### src/rtl/rif_pkg.sv
// Shared RIF definitions: default widths, request/response records and the
// error encoding used when the register file does not accept an access.
package rif_pkg;

    localparam int RIF_ADDR_W = 12;
    localparam int RIF_DATA_W = 32;
    localparam int RIF_BYTE_W = RIF_DATA_W / 8;

    // Value of the response error flag when an access was rejected
    localparam logic RIF_ERR = 1'b1;

    typedef struct packed {
        logic                  write;
        logic [RIF_ADDR_W-1:0] addr;
        logic [RIF_DATA_W-1:0] wdata;
        logic [RIF_BYTE_W-1:0] wstrb;
    } rif_req_t;

    typedef struct packed {
        logic [RIF_DATA_W-1:0] rdata;
        logic                  err;
    } rif_rsp_t;

    // Error flag for an access, given whether the RIF accepted it
    function automatic logic rif_err_of(input logic accepted);
        return accepted ? ~RIF_ERR : RIF_ERR;
    endfunction

endpackage

### src/rtl/rif_arbiter_if.sv
// Bundle of requester-side and RIF-side signals around the arbiter.
// The slave view is the arbiter; the master view is its environment
// (requesters plus the RIF register file).
interface rif_arbiter_if #(
    parameter int NUM_REQ    = 2,
    parameter int ADDR_WIDTH = 12,
    parameter int DATA_WIDTH = 32,
    parameter int BYTE_COUNT = DATA_WIDTH / 8
);
    logic [NUM_REQ-1:0]                 req_valid;
    logic [NUM_REQ-1:0]                 req_ready;
    logic [NUM_REQ-1:0]                 req_write;
    logic [NUM_REQ-1:0][ADDR_WIDTH-1:0] req_addr;
    logic [NUM_REQ-1:0][DATA_WIDTH-1:0] req_wdata;
    logic [NUM_REQ-1:0][BYTE_COUNT-1:0] req_wstrb;
    logic [NUM_REQ-1:0]                 rsp_valid;
    logic [DATA_WIDTH-1:0]              rsp_rdata;
    logic                               rsp_err;

    logic [ADDR_WIDTH-1:0]              rif_waddr;
    logic [DATA_WIDTH-1:0]              rif_wdata;
    logic [BYTE_COUNT-1:0]              rif_wstrb;
    logic                               rif_wr_req;
    logic                               rif_wvalid;
    logic [ADDR_WIDTH-1:0]              rif_raddr;
    logic                               rif_rd_req;
    logic                               rif_rvalid;
    logic [DATA_WIDTH-1:0]              rif_rdata;

    modport slave (
        input  req_valid, req_write, req_addr, req_wdata, req_wstrb,
        output req_ready, rsp_valid, rsp_rdata, rsp_err,
        output rif_waddr, rif_wdata, rif_wstrb, rif_wr_req, rif_raddr, rif_rd_req,
        input  rif_wvalid, rif_rvalid, rif_rdata
    );

    modport master (
        output req_valid, req_write, req_addr, req_wdata, req_wstrb,
        input  req_ready, rsp_valid, rsp_rdata, rsp_err,
        input  rif_waddr, rif_wdata, rif_wstrb, rif_wr_req, rif_raddr, rif_rd_req,
        output rif_wvalid, rif_rvalid, rif_rdata
    );

endinterface

### src/rtl/rr_arbiter.sv
// Generic round-robin arbiter: one-hot grant searched from a rotating
// pointer; the pointer moves past the winner whenever the grant is taken.
module rr_arbiter #(
    parameter int N = 2
) (
    input  logic         clk,
    input  logic         rst_n,
    input  logic [N-1:0] req,
    input  logic         advance,
    output logic [N-1:0] gnt
);
    localparam int PTR_W = (N > 1) ? $clog2(N) : 1;

    logic [PTR_W-1:0] ptr;
    logic [PTR_W-1:0] gnt_idx;
    logic [PTR_W-1:0] cand;
    logic             found;

    // Scan requesters starting at ptr, wrapping, and grant the first active one
    always_comb begin
        gnt     = '0;
        gnt_idx = ptr;
        cand    = ptr;
        found   = 1'b0;
        for (int k = 0; k < N; k++) begin
            cand = PTR_W'((int'(ptr) + k) % N);
            if (!found && req[cand]) begin
                found      = 1'b1;
                gnt_idx    = cand;
                gnt[cand]  = 1'b1;
            end
        end
    end

    // Move the pointer one past the requester that was served
    always_ff @(posedge clk or negedge rst_n) begin
        if (!rst_n) begin
            ptr <= '0;
        end else if (advance && found) begin
            ptr <= (int'(gnt_idx) == N - 1) ? '0 : gnt_idx + 1'b1;
        end
    end

endmodule

### src/rtl/rif_arbiter.sv
// Shares one RIF port between NUM_REQ requesters. Grant is combinational,
// the winning access is registered into an issue stage that drives the RIF,
// and the RIF result is registered into a response stage routed back to the
// originating requester two cycles after its handshake.
module rif_arbiter
    import rif_pkg::*;
#(
    parameter int NUM_REQ    = 2,
    parameter int ADDR_WIDTH = RIF_ADDR_W,
    parameter int DATA_WIDTH = RIF_DATA_W,
    parameter int BYTE_COUNT = DATA_WIDTH / 8
) (
    input  logic         aclk,
    input  logic         aresetn,
    rif_arbiter_if.slave bus
);
    localparam int IDX_W = (NUM_REQ > 1) ? $clog2(NUM_REQ) : 1;

    logic [NUM_REQ-1:0]    gnt;
    logic [NUM_REQ-1:0]    ready;
    logic                  hs;

    logic                  sel_write;
    logic [ADDR_WIDTH-1:0] sel_addr;
    logic [DATA_WIDTH-1:0] sel_wdata;
    logic [BYTE_COUNT-1:0] sel_wstrb;
    logic [IDX_W-1:0]      sel_idx;

    logic                  vld_p1;
    logic                  wr_p1;
    logic [ADDR_WIDTH-1:0] addr_p1;
    logic [DATA_WIDTH-1:0] wdata_p1;
    logic [BYTE_COUNT-1:0] wstrb_p1;
    logic [IDX_W-1:0]      idx_p1;

    logic [NUM_REQ-1:0]    vld_p2;
    logic [DATA_WIDTH-1:0] rdata_p2;
    logic                  err_p2;

    rr_arbiter #(.N(NUM_REQ)) u_arb (
        .clk     (aclk),
        .rst_n   (aresetn),
        .req     (bus.req_valid),
        .advance (hs),
        .gnt     (gnt)
    );

    // ---- stage p0: grant and payload select ----
    // Grants are suppressed while reset is asserted so no handshake can form
    assign ready         = gnt & {NUM_REQ{aresetn}};
    assign hs            = |(ready & bus.req_valid);
    assign bus.req_ready = ready;

    // Route the granted requester's payload toward the issue stage
    always_comb begin
        sel_write = 1'b0;
        sel_addr  = '0;
        sel_wdata = '0;
        sel_wstrb = '0;
        sel_idx   = '0;
        for (int i = 0; i < NUM_REQ; i++) begin
            if (ready[i]) begin
                sel_write = bus.req_write[i];
                sel_addr  = bus.req_addr[i];
                sel_wdata = bus.req_wdata[i];
                sel_wstrb = bus.req_wstrb[i];
                sel_idx   = IDX_W'(i);
            end
        end
    end

    // ---- stage p1: issue register, drives the RIF ----
    // Loaded on every handshake, cleared on idle cycles so RIF outputs rest at 0
    always_ff @(posedge aclk or negedge aresetn) begin
        if (!aresetn) begin
            vld_p1   <= 1'b0;
            wr_p1    <= 1'b0;
            addr_p1  <= '0;
            wdata_p1 <= '0;
            wstrb_p1 <= '0;
            idx_p1   <= '0;
        end else if (hs) begin
            vld_p1   <= 1'b1;
            wr_p1    <= sel_write;
            addr_p1  <= sel_addr;
            wdata_p1 <= sel_wdata;
            wstrb_p1 <= sel_wstrb;
            idx_p1   <= sel_idx;
        end else begin
            vld_p1   <= 1'b0;
            wr_p1    <= 1'b0;
            addr_p1  <= '0;
            wdata_p1 <= '0;
            wstrb_p1 <= '0;
            idx_p1   <= '0;
        end
    end

    assign bus.rif_wr_req = vld_p1 & wr_p1;
    assign bus.rif_rd_req = vld_p1 & ~wr_p1;
    assign bus.rif_waddr  = addr_p1;
    assign bus.rif_raddr  = addr_p1;
    assign bus.rif_wdata  = wdata_p1;
    assign bus.rif_wstrb  = bus.rif_wr_req ? wstrb_p1 : '0;

    // ---- stage p2: response register, back to the requester ----
    // Capture the single-cycle RIF result at the end of each issue cycle
    always_ff @(posedge aclk or negedge aresetn) begin
        if (!aresetn) begin
            vld_p2   <= '0;
            rdata_p2 <= '0;
            err_p2   <= 1'b0;
        end else if (vld_p1) begin
            vld_p2   <= NUM_REQ'(1) << idx_p1;
            rdata_p2 <= wr_p1 ? '0 : bus.rif_rdata;
            err_p2   <= wr_p1 ? rif_err_of(bus.rif_wvalid) : rif_err_of(bus.rif_rvalid);
        end else begin
            vld_p2   <= '0;
            rdata_p2 <= '0;
            err_p2   <= 1'b0;
        end
    end

    assign bus.rsp_valid = vld_p2;
    assign bus.rsp_rdata = rdata_p2;
    assign bus.rsp_err   = err_p2;

endmodule

### src/flat_wrapper.sv
// flat-port wrapper written by rule: the top's interface ports become plain ports
module rif_arbiter_flat import rif_pkg::*;
#(
    parameter int NUM_REQ    = 2,
    parameter int ADDR_WIDTH = RIF_ADDR_W,
    parameter int DATA_WIDTH = RIF_DATA_W,
    parameter int BYTE_COUNT = DATA_WIDTH / 8
)
  (aclk, aresetn, bus_req_valid, bus_req_write, bus_req_addr, bus_req_wdata, bus_req_wstrb, bus_req_ready, bus_rsp_valid, bus_rsp_rdata, bus_rsp_err, bus_rif_waddr, bus_rif_wdata, bus_rif_wstrb, bus_rif_wr_req, bus_rif_raddr, bus_rif_rd_req, bus_rif_wvalid, bus_rif_rvalid, bus_rif_rdata);
  rif_arbiter_if #(.NUM_REQ(NUM_REQ), .ADDR_WIDTH(ADDR_WIDTH), .DATA_WIDTH(DATA_WIDTH), .BYTE_COUNT(BYTE_COUNT)) bus_i ();
  input  logic aclk;
  input  logic aresetn;
  input wire logic [$bits(bus_i.req_valid)-1:0] bus_req_valid;
  input wire logic [$bits(bus_i.req_write)-1:0] bus_req_write;
  input wire logic [$bits(bus_i.req_addr)-1:0] bus_req_addr;
  input wire logic [$bits(bus_i.req_wdata)-1:0] bus_req_wdata;
  input wire logic [$bits(bus_i.req_wstrb)-1:0] bus_req_wstrb;
  output wire logic [$bits(bus_i.req_ready)-1:0] bus_req_ready;
  output wire logic [$bits(bus_i.rsp_valid)-1:0] bus_rsp_valid;
  output wire logic [$bits(bus_i.rsp_rdata)-1:0] bus_rsp_rdata;
  output wire logic [$bits(bus_i.rsp_err)-1:0] bus_rsp_err;
  output wire logic [$bits(bus_i.rif_waddr)-1:0] bus_rif_waddr;
  output wire logic [$bits(bus_i.rif_wdata)-1:0] bus_rif_wdata;
  output wire logic [$bits(bus_i.rif_wstrb)-1:0] bus_rif_wstrb;
  output wire logic [$bits(bus_i.rif_wr_req)-1:0] bus_rif_wr_req;
  output wire logic [$bits(bus_i.rif_raddr)-1:0] bus_rif_raddr;
  output wire logic [$bits(bus_i.rif_rd_req)-1:0] bus_rif_rd_req;
  input wire logic [$bits(bus_i.rif_wvalid)-1:0] bus_rif_wvalid;
  input wire logic [$bits(bus_i.rif_rvalid)-1:0] bus_rif_rvalid;
  input wire logic [$bits(bus_i.rif_rdata)-1:0] bus_rif_rdata;
  assign bus_i.req_valid = bus_req_valid;
  assign bus_i.req_write = bus_req_write;
  assign bus_i.req_addr = bus_req_addr;
  assign bus_i.req_wdata = bus_req_wdata;
  assign bus_i.req_wstrb = bus_req_wstrb;
  assign bus_req_ready = bus_i.req_ready;
  assign bus_rsp_valid = bus_i.rsp_valid;
  assign bus_rsp_rdata = bus_i.rsp_rdata;
  assign bus_rsp_err = bus_i.rsp_err;
  assign bus_rif_waddr = bus_i.rif_waddr;
  assign bus_rif_wdata = bus_i.rif_wdata;
  assign bus_rif_wstrb = bus_i.rif_wstrb;
  assign bus_rif_wr_req = bus_i.rif_wr_req;
  assign bus_rif_raddr = bus_i.rif_raddr;
  assign bus_rif_rd_req = bus_i.rif_rd_req;
  assign bus_i.rif_wvalid = bus_rif_wvalid;
  assign bus_i.rif_rvalid = bus_rif_rvalid;
  assign bus_i.rif_rdata = bus_rif_rdata;
  rif_arbiter #(.NUM_REQ(NUM_REQ), .ADDR_WIDTH(ADDR_WIDTH), .DATA_WIDTH(DATA_WIDTH), .BYTE_COUNT(BYTE_COUNT)) u_core (.aclk(aclk), .aresetn(aresetn), .bus(bus_i));
endmodule
### config.mk
export PLATFORM = sky130hd
export DESIGN_NAME = rif_arbiter_flat
export DESIGN_NICKNAME = d
export VERILOG_FILES = /design/src/rtl/rif_pkg.sv /design/src/rtl/rif_arbiter_if.sv /design/src/rtl/rr_arbiter.sv /design/src/rtl/rif_arbiter.sv /design/src/flat_wrapper.sv
export SDC_FILE = /design/constraint.sdc
export NUM_CORES = 1
export LEC_CHECK = 0
export ABC_CLOCK_PERIOD_IN_PS = 1900
export CORE_ASPECT_RATIO = 0.8
export CORE_MARGIN = 3
export CORE_UTILIZATION = 38
export DETAILED_ROUTE_END_ITERATION = 6
export PLACE_DENSITY = 0.83
export SYNTH_ARGS = -nofsm -noshare
export SYNTH_HDL_FRONTEND = slang
export SYNTH_SLANG_ARGS = --single-unit
export TNS_END_PERCENT = 30
### constraint.sdc
create_clock -name aclk -period 1.9 [get_ports aclk]
set_clock_uncertainty 0.1 [all_clocks]
set_input_delay 0.285 -clock aclk [delete_from_list [all_inputs] [get_ports aclk]]
set_output_delay 0.285 -clock aclk [all_outputs]
set_load 0.005 [all_outputs]
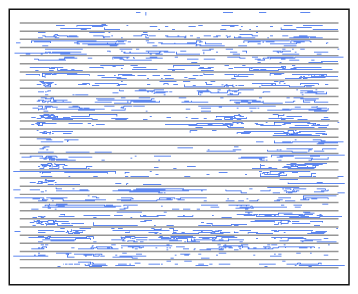
Fig. 1. Met1 routing (run 1).
Drawn at 3 px/um. Supply wires on this layer in grey.
nets with wire on the layer: 559
share of all routed wire: 35%
main direction: horizontal
wire length on this layer: 3690 um
longest straight run: 34.0 um

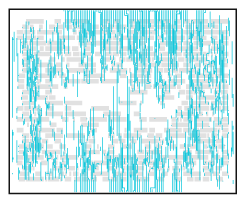
Fig. 2. The metal 2 layer (run 1).
Drawn at 2 px/um.
nets with wire on the layer: 582
share of all routed wire: 53%
main direction: vertical
longest straight run: 40.3 um
wire length on this layer: 5670 um

==> flow_summary.json, run 1 <==
{
  "status": "completed",
  "yosysWarnings": 0,
  "clock_area_frac": 0.05019,
  "fp-utilization": 0.3993,
  "first_pass_iters": 5,
  "crit_fanout": 7,
  "p_seq_frac": 0.429,
  "ff_count": 87,
  "cts_sinks": 87,
  "ir_worst_vdd_mv": 0.4425,
  "vias": 3113,
  "pg_clk_mw": 1.78,
  "setup.worst_path.start_class": "flop",
  "largest_cell_class": "non-clock buffers",
  "powerComb_mw": 0.914,
  "whs_ps": 11.14,
  "dieArea_um2": 10300,
  "hold_buffers": 0,
  "r2r_setup_slack_ps": 380,
  "final_cells": 656,
  "worstPathArrival_ps": 1440,
  "postCtsSetupRepairBufs": 0,
  "clockBufferDepth": 2,
  "netlist_logic_family_top": "simple AND/OR/NAND/NOR gates",
  "p_sw_mw": 1.138,
  "worstSetupPathType": "reg2out",
  "max_freq_ghz": 0.5492,
  "coreArea_um2": 8671,
  "maxPowerGroup": "sequential cells",
  "finish.utilization": 0.6987,
  "final_cell_mix": "clkdlybuf4s50_1, nand2_1, dfrtp_1, o22ai_1, and2_1",
  "root_buffer": "clkbuf_16",
  "power_mw": 4.730,
  "pg_seq_mw": 2.03,
  "clk_latency_ps": 330,
  "io_buffers": 234,
  "fill_cells": 671,
  "drtIter0Drc": 236,
  "syn_inst": 325,
  "drc": 0,
  "worstReg2RegStart": "u_core.u_arb.ptr",
  "inverters": 2,
  "use_met1": 0.2205,
  "routed_via_density": 4.745,
  "postSynthAreaPerCell_um2": 10.65,
  "crit_path_end_kind": "primary output",
  "ys.flops": 87,
  "io_pins": 235,
  "final-nonclk-buf-share": 0.3955,
  "die_x_um": 112.7,
  "slew_violations": 0,
  "logic_gates": 199,
  "final_area_um2": 6058,
  "worstMarginPinSlew_ps": 770.7,
  "synthDistinctLibCells": 19,
  "period_minus_slack_ps": 1821,
  "critPathCapture": "bus_rif_wstrb[3]",
  "synth.net_count": 461,
  "overflow": 0,
  "cts_tree": "yes",
  "tapCellCount": 112,
  "track_usage": 0.2022,
  "muxShareOfSynthArea": 0.002891,
  "dp_hpwl_um": 8012,
  "ys_chip_area_um2": 3462,
  "ys_sh_simple": 0.1901,
  "cts_resized": 6,
  "clkbuf_count": 9,
  "wl_per_cell_um": 16.18,
  "cts_buffers": 9,
  "netlist_area_um2": 3462,
  "maxCapViolations": 0,
  "cellPowerDensity_nw_per_um2": 780.8,
  "antenna_cells": 0,
  "nets": 675,
  "htreeDepth": 3,
  "wl_um": 10620,
  "grt-busiest-layer": "met2",
  "worst_hold_path_type": "in2async",
  "drive_gt1_frac": 0.06066,
  "rr_worst_depth": 3,
  "p_clk_frac": 0.377,
  "dp_slack_ps": -59.23,
  "grt_pass1_vias": 3091,
  "comb_share": 0.1700,
  "fa_ha_area_frac": 0,
  "gr-usage-met3": 0.07328,
  "clkTransAtPathRegs_ps": 60,
  "area_growth_pct": 74.99,
  "lay_top_count": "clkdlybuf4s50_1",
  "placed_area_um2": 5756,
  "yosys_cells": 325,
  "setup_viol": 0,
  "power_frac_comb": 0.193,
  "post-route-period-util": 0.9583
}
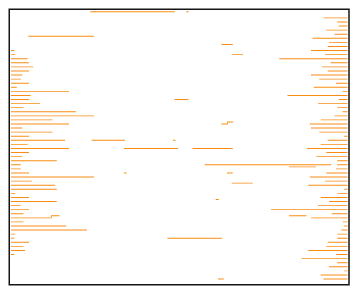
Fig. 3. M3 wires (run 1).
Drawn at 3 px/um.
nets with wire on the layer: 124
longest straight run: 41.9 um
main direction: horizontal
share of all routed wire: 10%

run 1: synthesized netlist by cell type, drive strengths merged:
cell type,n,area share
a31oi,1,0.0018
nor2,5,0.0054
a21oi,1,0.0014
o21ai,1,0.0047
o22ai,49,0.096
clkbuf,3,0.0040
nor2b,2,0.0058
and3,4,0.0072
and2,35,0.063
buf,34,0.068
nand2,100,0.11
inv,2,0.0022
mux2i,1,0.0029
dfrtp,87,0.63
run 1: per-layer routing:
metal | routed length [um] | vias up
met5 | 0 | -
met1 | 3688 | 1474
met4 | 155 | 0
li1 | - | 1480
met3 | 1107 | 14
met2 | 5665 | 145
run 1: worst max-delay path, stage by stage, from the launching register on:
cell and delay, ps:
dfrtp_2 440, and3_1 170, clkdlybuf4s50_1 510
Fig. 4: run 1, placement view
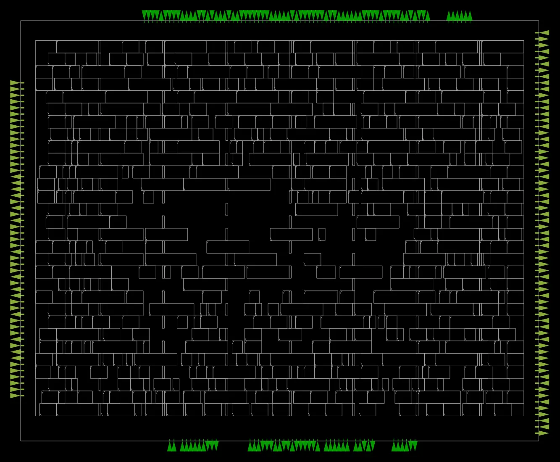

## Run 2: what changed since run 1
CORE_ASPECT_RATIO = default   (was 0.8)
RECOVER_POWER = 100   (was default)
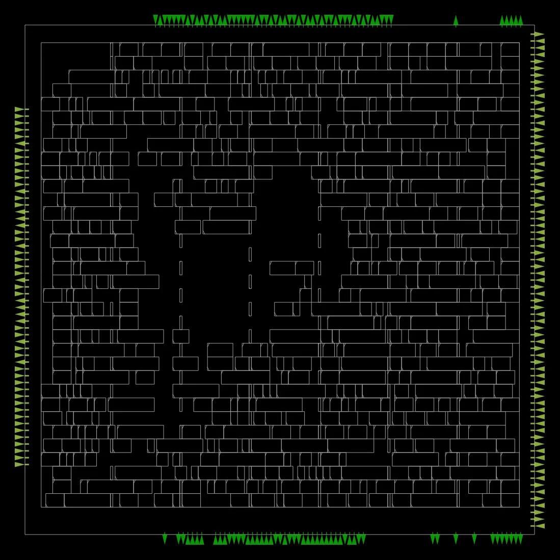
Fig. 5. Placement view (run 2).
num sequential: 87
core area: 8806 um2
Tap Count: 108

==> run 2 against run 1 <==
Effect of this change: die size hardly changed; largest power group unchanged; global-route usage is 0.21 points higher; synthesized cell count stayed put.
==> flow_summary.json, run 2 <==
{
  "final-nonclk-buf-share": 0.4051,
  "power_frac_comb": 0.202,
  "synthDistinctLibCells": 19,
  "synth.top_cell.area_share": 0.6288,
  "pg_clk_mw": 1.42,
  "inverters": 2,
  "fp-utilization": 0.3932,
  "hold_buffers": 1,
  "placed_area_um2": 5751,
  "die_x_um": 101.5,
  "cts_sinks": 87,
  "status": "completed",
  "nets": 678,
  "period_minus_slack_ps": 1852,
  "drtIter0Drc": 109,
  "gr-usage-met3": 0.07989,
  "first_pass_iters": 4,
  "pg_seq_mw": 2.02,
  "worstPathArrival_ps": 1470,
  "ir_worst_vdd_mv": 0.4356,
  "htreeDepth": 3,
  "dieArea_um2": 10290,
  "yosysWarnings": 0,
  "worst_hold_path_type": "in2reg",
  "cts_buffers": 9,
  "cellPowerDensity_nw_per_um2": 718.8,
  "grt_pass1_vias": 3022,
  "powerComb_mw": 0.869,
  "track_usage": 0.2042,
  "setup.worst_path.start_class": "flop",
  "cts_tree": "yes",
  "overflow": 0,
  "maxPowerGroup": "sequential cells",
  "postCtsSetupRepairBufs": 1,
  "comb_share": 0.1706,
  "fill_cells": 673,
  "worstMarginPinSlew_ps": 796.2,
  "antenna_cells": 0,
  "setup_viol": 0,
  "clkTransAtPathRegs_ps": 90,
  "ys.flops": 87,
  "yosys_most_used_dff": "dfrtp_1",
  "drive_gt1_frac": 0.05850,
  "routed.top_layer": "met4",
  "root_buffer": "clkbuf_8",
  "dr_wl_met2_um": 5502,
  "io_buffers": 234,
  "m1WireLength_um": 3707,
  "worstSetupPathType": "reg2out",
  "logic_gates": 199,
  "netlist_area_um2": 3462,
  "yosysMostFrequentCell": "nand2_1",
  "r2r_setup_slack_ps": 230,
  "post-route-period-util": 0.9749,
  "clk_latency_ps": 350,
  "dp_hpwl_um": 8061,
  "ys_chip_area_um2": 3462,
  "top_area_cell": "dfrtp_1",
  "max_freq_ghz": 0.5399,
  "clkbuf_count": 12,
  "yosys_cells": 325,
  "maxCapViolations": 0,
  "area_growth_pct": 73.33,
  "clockBufferDepth": 2,
  "rr_worst_depth": 4,
  "wl_per_cell_um": 16.10,
  "p_clk_frac": 0.330,
  "p_sw_mw": 1.017,
  "critPathCapture": "bus_rif_wstrb[0]",
  "final_cells": 655,
  "use_met1": 0.2170,
  "crit_path_end_kind": "primary output",
  "syn_inst": 325,
  "finish.utilization": 0.6814,
  "power_mw": 4.313,
  "clock_area_frac": 0.03711,
  "largest_cell_class": "non-clock buffers"
}
run 2: cell types whose count changed in the layout (fill, tap and decap cells not counted), moves of 4 or more:
| cell | delta |
|---|---|
| clkdlybuf4s50_1 | -95 |
| dlygate4sd3_1 | +93 |
| and2_0 | +21 |
| and2_1 | -21 |
| clkbuf_8 | +10 |
| clkbuf_16 | -9 |
| clkdlybuf4s25_1 | +4 |
run 2: cell families after synthesis:
logic type,count (synthesis),synth area share
multiplexers,1,0.002891
buffers and inverters,39,0.07445
flip-flops,87,0.6288
AND-OR/OR-AND,52,0.1037
AND/OR/NAND/NOR,146,0.1901
run 2: critical path: stages, from the launching register on:
cell and delay, ps:
dfrtp_2 440, and3_1 180, clkdlybuf4s50_1 510
No activity file was given, so power comes from the tool's default toggle rates.
